### src/rtl/can_reg_pkg.sv
`default_nettype none
// ---------------------------------------------------------------------------
// can_reg_pkg : register map, sequencer state type and bus-width defaults.
// Rev 1.0
// ---------------------------------------------------------------------------
package can_reg_pkg;

  localparam int c_addr_w_default = 8;
  localparam int c_data_w_default = 32;

  localparam logic [7:0] c_reg_errcnt  = 8'h10;
  localparam logic [7:0] c_reg_errstat = 8'h14;
  localparam logic [7:0] c_reg_status  = 8'h18;
  localparam logic [7:0] c_reg_isr     = 8'h1C;
  localparam logic [7:0] c_reg_rxid    = 8'h50;
  localparam logic [7:0] c_reg_rxdlc   = 8'h54;
  localparam logic [7:0] c_reg_rxdw1   = 8'h58;
  localparam logic [7:0] c_reg_rxdw2   = 8'h5C;

  typedef enum logic [1:0] {
    ST_IDLE = 2'd0,
    ST_WAIT = 2'd1,
    ST_GAP  = 2'd2
  } seq_state_t;

endpackage
`default_nettype wire

### src/rtl/can_rr_arbiter.sv
`default_nettype none
// ---------------------------------------------------------------------------
// can_rr_arbiter : combinational round-robin pick, first request at or after ptr.
// Rev 1.0
// ---------------------------------------------------------------------------
module can_rr_arbiter #(
  parameter int NREQ = 3,
  parameter int ID_W = $clog2(NREQ)
) (
  input  logic [NREQ-1:0] req,
  input  logic [ID_W-1:0] ptr,
  output logic            any,
  output logic [NREQ-1:0] gnt_onehot,
  output logic [ID_W-1:0] gnt_idx
);

  logic [ID_W:0] w_cand;

  // Walk offsets from farthest to nearest so the nearest hit is the last write.
  always_comb begin
    any        = 1'b0;
    gnt_onehot = '0;
    gnt_idx    = '0;
    w_cand     = '0;
    for (int k = NREQ - 1; k >= 0; k--) begin
      w_cand = {1'b0, ptr} + (ID_W + 1)'(k);
      if (w_cand >= (ID_W + 1)'(NREQ)) begin
        w_cand = w_cand - (ID_W + 1)'(NREQ);
      end
      if (req[w_cand[ID_W-1:0]]) begin
        any     = 1'b1;
        gnt_idx = w_cand[ID_W-1:0];
      end
    end
    if (any) begin
      gnt_onehot[gnt_idx] = 1'b1;
    end
  end

endmodule
`default_nettype wire

### src/rtl/can_reg_read_sequencer.sv
`default_nettype none
// ---------------------------------------------------------------------------
// can_reg_read_sequencer : shares the CAN register-read mux among requesters,
// issuing single or burst reads with ack timeout. Rev 1.0
// ---------------------------------------------------------------------------
module can_reg_read_sequencer
  import can_reg_pkg::*;
#(
  parameter int NREQ      = 3,
  parameter int BURST_LEN = 4,
  parameter int TIMEOUT   = 255,
  parameter int ADDR_W    = c_addr_w_default,
  parameter int DATA_W    = c_data_w_default
) (
  input  logic                      sys_clk,
  input  logic                      IP2Can_resetn,
  input  logic [NREQ-1:0]           req,
  input  logic [NREQ*ADDR_W-1:0]    req_addr,
  input  logic [NREQ-1:0]           req_burst,
  output logic                      Controller2MUX_CS,
  output logic [ADDR_W-1:0]         addr_bus1,
  input  logic                      MUX2Controller_ack,
  input  logic [DATA_W-1:0]         MUX2Can_data,
  output logic [NREQ-1:0]           gnt,
  output logic                      rd_valid,
  output logic [DATA_W-1:0]         rd_data,
  output logic [$clog2(NREQ)-1:0]   rd_id,
  output logic                      rd_last,
  output logic [NREQ-1:0]           done,
  output logic [NREQ-1:0]           err
);

  localparam int ID_W   = $clog2(NREQ);
  localparam int BEAT_W = (BURST_LEN > 1) ? $clog2(BURST_LEN) : 1;
  localparam int TMR_W  = 10;

  localparam logic [TMR_W-1:0]  c_timer_last = TMR_W'(TIMEOUT - 1);
  localparam logic [BEAT_W-1:0] c_beat_last  = BEAT_W'(BURST_LEN - 1);
  localparam logic [ID_W-1:0]   c_idx_last   = ID_W'(NREQ - 1);

  seq_state_t        r_state;
  logic [ID_W-1:0]   r_ptr;
  logic [ID_W-1:0]   r_idx;
  logic [ADDR_W-1:0] r_start;
  logic              r_burst;
  logic              r_fin;
  logic [BEAT_W-1:0] r_beat;
  logic [TMR_W-1:0]  r_timer;

  logic              w_any;
  logic [NREQ-1:0]   w_onehot;
  logic [ID_W-1:0]   w_idx;
  logic [ADDR_W-1:0] w_req_addr;
  logic [ADDR_W-1:0] w_next_addr;
  logic              w_last_beat;

  can_rr_arbiter #(
    .NREQ (NREQ),
    .ID_W (ID_W)
  ) u_arb (
    .req        (req),
    .ptr        (r_ptr),
    .any        (w_any),
    .gnt_onehot (w_onehot),
    .gnt_idx    (w_idx)
  );

  assign w_req_addr  = req_addr[w_idx*ADDR_W +: ADDR_W];
  assign w_last_beat = !r_burst || (r_beat == c_beat_last);
  // Next beat address is start + 4*(beat+1); low two bits ride through untouched.
  assign w_next_addr = r_start + ADDR_W'({r_beat + 1'b1, 2'b00});

  always_ff @(posedge sys_clk or negedge IP2Can_resetn) begin
    if (!IP2Can_resetn) begin
      r_state           <= ST_IDLE;
      r_ptr             <= '0;
      r_idx             <= '0;
      r_start           <= '0;
      r_burst           <= 1'b0;
      r_fin             <= 1'b0;
      r_beat            <= '0;
      r_timer           <= '0;
      Controller2MUX_CS <= 1'b0;
      addr_bus1         <= '0;
      gnt               <= '0;
      rd_valid          <= 1'b0;
      rd_data           <= '0;
      rd_id             <= '0;
      rd_last           <= 1'b0;
      done              <= '0;
      err               <= '0;
    end else begin
      rd_valid <= 1'b0;
      rd_last  <= 1'b0;
      done     <= '0;
      err      <= '0;
      case (r_state)
        ST_IDLE: begin
          if (w_any) begin
            r_idx             <= w_idx;
            gnt               <= w_onehot;
            r_start           <= w_req_addr;
            addr_bus1         <= w_req_addr;
            r_burst           <= req_burst[w_idx];
            r_beat            <= '0;
            r_timer           <= '0;
            r_fin             <= 1'b0;
            Controller2MUX_CS <= 1'b1;
            r_state           <= ST_WAIT;
          end
        end
        ST_WAIT: begin
          if (MUX2Controller_ack) begin
            rd_data           <= MUX2Can_data;
            rd_valid          <= 1'b1;
            rd_id             <= r_idx;
            Controller2MUX_CS <= 1'b0;
            r_timer           <= '0;
            r_fin             <= w_last_beat;
            if (w_last_beat) begin
              rd_last <= 1'b1;
              done    <= gnt;
            end
            r_state <= ST_GAP;
          end else if (r_timer == c_timer_last) begin
            Controller2MUX_CS <= 1'b0;
            err               <= gnt;
            r_fin             <= 1'b1;
            r_timer           <= '0;
            r_state           <= ST_GAP;
          end else begin
            r_timer <= r_timer + 1'b1;
          end
        end
        ST_GAP: begin
          if (!r_fin) begin
            r_beat            <= r_beat + 1'b1;
            addr_bus1         <= w_next_addr;
            Controller2MUX_CS <= 1'b1;
            r_state           <= ST_WAIT;
          end else begin
            gnt     <= '0;
            r_ptr   <= (r_idx == c_idx_last) ? '0 : r_idx + 1'b1;
            r_state <= ST_IDLE;
          end
        end
        default: r_state <= ST_IDLE;
      endcase
    end
  end

endmodule
`default_nettype wire

### config.mk
export PLATFORM = sky130hd
export DESIGN_NAME = can_reg_read_sequencer
export DESIGN_NICKNAME = d
export VERILOG_FILES = /design/src/rtl/can_reg_pkg.sv /design/src/rtl/can_rr_arbiter.sv /design/src/rtl/can_reg_read_sequencer.sv
export SDC_FILE = /design/constraint.sdc
export NUM_CORES = 1
export LEC_CHECK = 0
export CAP_MARGIN = 10
export CORE_UTILIZATION = 52
export CTS_BUF_LIST = sky130_fd_sc_hd__clkbuf_2
export CTS_CLUSTER_DIAMETER = 40
export DETAILED_ROUTE_END_ITERATION = 6
export PLACE_DENSITY = 0.91
export RECOVER_POWER = 25
export REMOVE_ABC_BUFFERS = 1
export SLEW_MARGIN = 0
export SYNTH_ARGS = -nofsm -noshare
export SYNTH_HDL_FRONTEND = slang
export SYNTH_SLANG_ARGS = --single-unit
### constraint.sdc
create_clock -name sys_clk -period 3.7 [get_ports sys_clk]
set_clock_uncertainty 0.2 [all_clocks]
set_input_delay 0.37 -clock sys_clk [delete_from_list [all_inputs] [get_ports sys_clk]]
set_output_delay 0.37 -clock sys_clk [all_outputs]
set_load 0.05 [all_outputs]
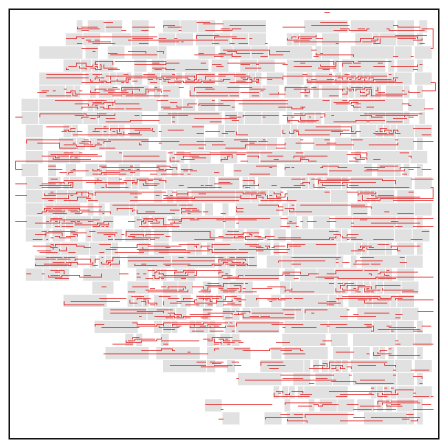
(run_1/met1.png)
longest straight run: 31.3 um
wire length on this layer: 4,010 um
main direction: horizontal
share of all routed wire: 41%

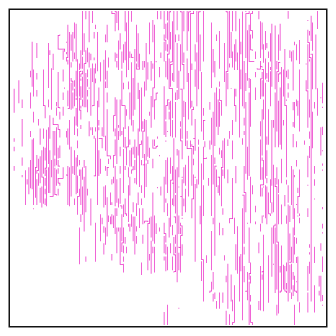
(run_1/met2.png)
longest straight run: 68.7 um
wire length on this layer: 4,770 um

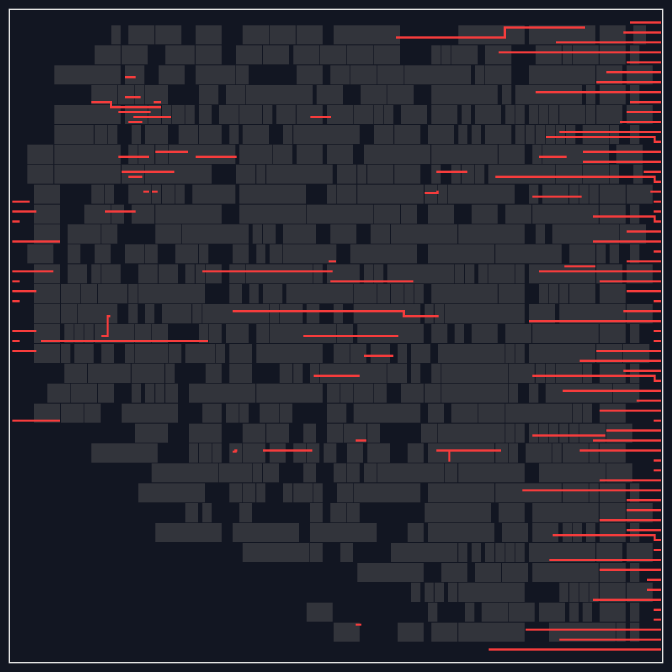
(run_1/met3.png)
longest straight run: 23.2 um
nets with wire on the layer: 99

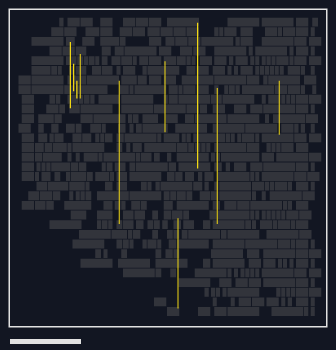
(run_1/met4.png)
The bar under the picture is 20 um long.
share of all routed wire: 2.3%
main direction: vertical

==> results.txt, run 1 <==
From the run reports.

- The run finished, with violations left.
- The checks that failed: capacitance limit, slew limit.
- The share of Yosys cell area claimed by the top area cell type reads 52.03%.
- The top logic cell by instance count in the layout reads nand2_1.
- The global placement routability congestion is 0.8115.
- The initial antenna violation count came to 0.
- Post-CTS repair changed the size of 0 cells.
- The final count of pins violating max slew is 83.
- The clock buffers instantiated in the layout total 9.
- Of all nets on the critical path, the largest fanout is 14.
- Adding up every negative setup slack in the final design gives 0 ns.
- The layer carrying the most global-route usage is met2.
- The clock tree from TritonCTS is done.
- The cell area after technology mapping reads 0.003944 mm^2.
- The sequential cell count of the final layout reads 82.
- The fraction of registers with async set/reset is 100.0%.
- The number of different library cells in the post-synthesis netlist is 57.
- The average footprint of a synthesized cell reads 9.619 um^2.
- The cell at the root of the clock tree reads clkbuf_2.
- The height of the die is 89.09 um.
- The count of multi-input gates reads 300.
- The chip area is 0.007936 mm^2.
- The number of register bits inferred by synthesis reads 82.
- The wire length on met2 is 4767 um.
- The area taken by multi-input combinational cells is reported as 0.001734 mm^2.
- The final wirelength reads 9769 um.
- After layout, the buffer instance count without clock buffers stands at 122.
- Global routing used 6.187% of the available met3 tracks.
- The number of max-capacitance violations reported reads 1.
- The uppermost layer routed reads met4.
- The tightest min-delay check is of the input pin to flop type.
- Leaving out fill and tap cells, the most frequent cells in the layout are 129 x nand2_1, 117 x clkdlybuf4s50_1, 82 x dfrtp_1.
- After the first detailed-routing iteration, the DRC count stood at 185.
- The combined flip-flop and latch cell area reads 0.002052 mm^2.
[run 1: Yosys cell counts (3+ instances only)]
library cell    n
ha_1            8
nand2_1       129
a21o_1          8
o21ai_1         8
o31ai_1         5
xnor2_1         3
o21ai_0        17
mux2_4          4
nand2b_1        5
or3_1           3
dfrtp_1        82
buf_4           3
buf_6           5
nor2_1         21
nand4_1         4
nand3_1         7
a221o_1         3
a211oi_1        6
nor2b_1         3
o22ai_1         3
clkbuf_1        8
a21oi_1         6
inv_1           8
nor3_1          4
mux2i_1         9
and2_1          9
[run 1: final timing paths]
check,start,endpoint,slack (ns)
max,r_ptr[1]$_DFFE_PN0P_,addr_bus1[0]$_DFFE_PN0P_,0.83
min,MUX2Can_data[22],rd_data[22]$_DFFE_PN0P_,0.11
max reg2reg,r_ptr[1]$_DFFE_PN0P_,addr_bus1[0]$_DFFE_PN0P_,0.83
min reg2reg,r_timer[9]$_DFFE_PN0P_,r_timer[9]$_DFFE_PN0P_,0.30
max in group asynchronous,IP2Can_resetn,done[2]$_DFF_PN0_,1.48
min in group asynchronous,IP2Can_resetn,rd_data[18]$_DFFE_PN0P_,0.66
[run 1: critical path, cell delays in order, from the launching register on]
cell	delay, ns
dfrtp_1	0.46
inv_1	0.07
ha_1	0.37
mux2_4	0.35
mux2_4	0.27
a2111o_4	0.40
o21ai_4	0.35
nor2_1	0.09
a22o_1	0.23
[run 1: power breakdown]
| part | switching, mW | internal (mW) | total (mW) | leakage, nW |
|---|---|---|---|---|
| Clock | 0.324 | 0.162 | 0.486 | 0.0709 |
| Combinational | 1.89 | 1.07 | 2.96 | 1.38 |
| Sequential | 0.257 | 1.25 | 1.50 | 1.05 |
| Total | 2.47 | 2.48 | 4.95 | 2.50 |
==> run_1/final_congestion.png <==
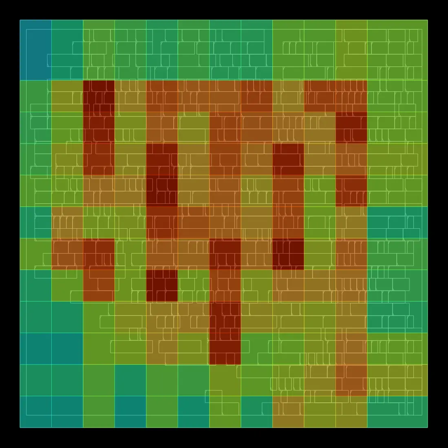

==> run 2, diff against run 1 <==
Settings changed: CORE_UTILIZATION 52 to 49, PLACE_DENSITY 0.91 to 0.87.
Clock period 3.7 ns to 2.79 ns, I/O delays scaled along.
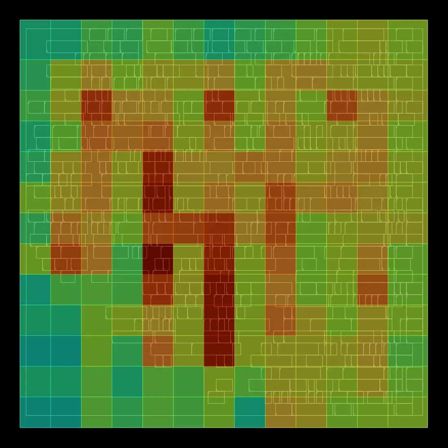
(run_2/final_congestion.png)
met1 GRT Util: 30.64%
post-DR wirelength/cell: 14.63 um

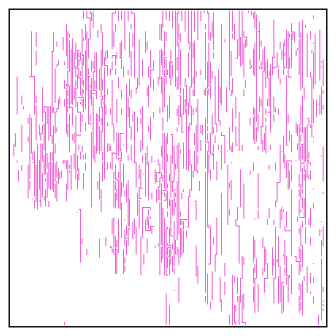
(run_2/met2.png)
share of all routed wire: 48%
wire length on this layer: 4,450 um
longest straight run: 35.0 um
nets with wire on the layer: 500

==> run 2 against run 1 <==
  * The run still ends with capacitance limit, slew limit left
  * Count of clock-buffer cells in the layout rose by 1
  * Worst setup slack got worse by 0.69 ns
  * Flip-flop count unchanged
  * Highest routed layer unchanged
  * Register-to-register slack lost 0.69 ns
  * Critical path type unchanged
  * First-iteration DRC count decreased by 12%
  * Via count hardly changed
  * Synthesized cell count stayed put
  * Global-route usage decreased by 2.8 points
  * Power grew 31%
  * Critical endpoint is now addr_bus1[5]$_DFFE_PN0P_
==> results.txt, run 2 <==
From the run reports.

- The switching power reads 3.235 mW (was 2.471 mW).
- The combinational power is 3.96 mW (was 2.96 mW).
- The number of register bits inferred by synthesis is 82 (unchanged).
- The combinational share of power reads 61.0% (was 59.8%).
- The internal power of the cells is 3.260 mW (was 2.476 mW).
- Violations in the final reports: capacitance limit, slew limit (unchanged).
- The wire length on met2 is 4451 um (was 4767 um).
- The cell area after technology mapping reads 0.003944 mm^2 (unchanged).
- The average footprint of a synthesized cell reads 9.619 um^2 (unchanged).
- List of most frequent post-synthesis cells: 129 x nand2_1, 82 x dfrtp_1, 21 x nor2_1, 17 x o21ai_0 (unchanged).
- Outcome: finished with violations (unchanged).
- The top fanout value on the critical path was 10 (was 14).
- The slack of the worst reg-to-reg path reads 0.14 ns (was 0.83 ns).
- The class of the most critical hold timing path reads input pin to flop (unchanged).
- The power consumed by the clock network was 550 uW (was 486 uW).
- The fraction of registers with async set/reset reads 100.0% (unchanged).
- The chip area reads 0.008412 mm^2 (was 0.007936 mm^2).
- The final count of pins violating max slew is 83 (unchanged).
- The origin of the worst setup path reads r_ptr[1]$_DFFE_PN0P_ (unchanged).
- The cell at the root of the clock tree is clkbuf_2 (unchanged).
- The startpoint of the most critical register-to-register path is r_ptr[1]$_DFFE_PN0P_ (unchanged).
- The group with the largest share of power reads combinational logic (unchanged).
- The number of max-capacitance violations reported reads 1 (unchanged).
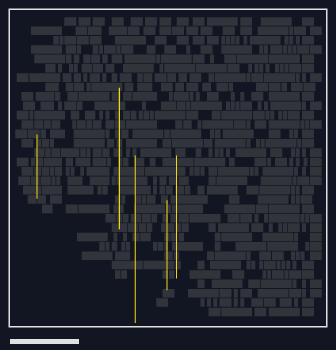
(run_2/met4.png)
The bar under the picture is 20 um long.
longest straight run: 48.3 um
wire length on this layer: 169 um

[run 2: logic make-up after synthesis]
logic type      count (synthesis)
compound gates                 76
xor+xnor                        5
fa+ha+maj                       9
buf+inv                        28
flops                          82
mux                            14
simple gates                  196
[run 2: worst max-delay path, stage by stage (launching register included)]
cell	delay [ns]
dfrtp_1	0.46
inv_1	0.07
ha_1	0.21
buf_4	0.18
mux2i_1	0.26
o22ai_1	0.16
o22ai_1	0.20
buf_6	0.20
mux2_4	0.32
o221ai_1	0.19
o21ai_0	0.11
[run 2: metrics by stage]
stage	area, um^2	total power, mW
5_1_grt	5315	6.919
3_5_place_dp	5186	5.914
4_1_cts	5296	6.474
6_report	5315	6.495
3_3_place_gp	5186	5.794
2_1_floorplan	3820	4.621
[run 2: final cells by class]
cell class / instances / area [um^2]
multi-input combinational: 300 / 1744
clock inverter: 6 / 50.05
tap: 102 / 127.6
timing repair buffer: 128 / 1257
sequential: 82 / 2052
clock buffer: 10 / 50.05
inverter: 9 / 33.78
fill: 587 / 2452
[run 2: how the worst min path moves through the flow]
stage | start | endpoint
floorplan | IP2Can_resetn | Controller2MUX_CS$_DFFE_PN0P_
global placement | rd_data[22]$_DFFE_PN0P_ | rd_data[22]$_DFFE_PN0P_
detailed placement | r_burst$_DFFE_PN0P_ | r_burst$_DFFE_PN0P_
CTS | MUX2Can_data[31] | rd_data[31]$_DFFE_PN0P_
global route | MUX2Can_data[29] | rd_data[29]$_DFFE_PN0P_
finish | MUX2Can_data[31] | rd_data[31]$_DFFE_PN0P_
[run 2: repair_timing]
item,4_1_cts,5_1_grt
buffers inserted,0,1
hold endpoints to repair,82,0
endpoints found under the setup margin,0,16
resized,0,3
hold buffers,1,0
Power is estimated from default activity; no workload was simulated.
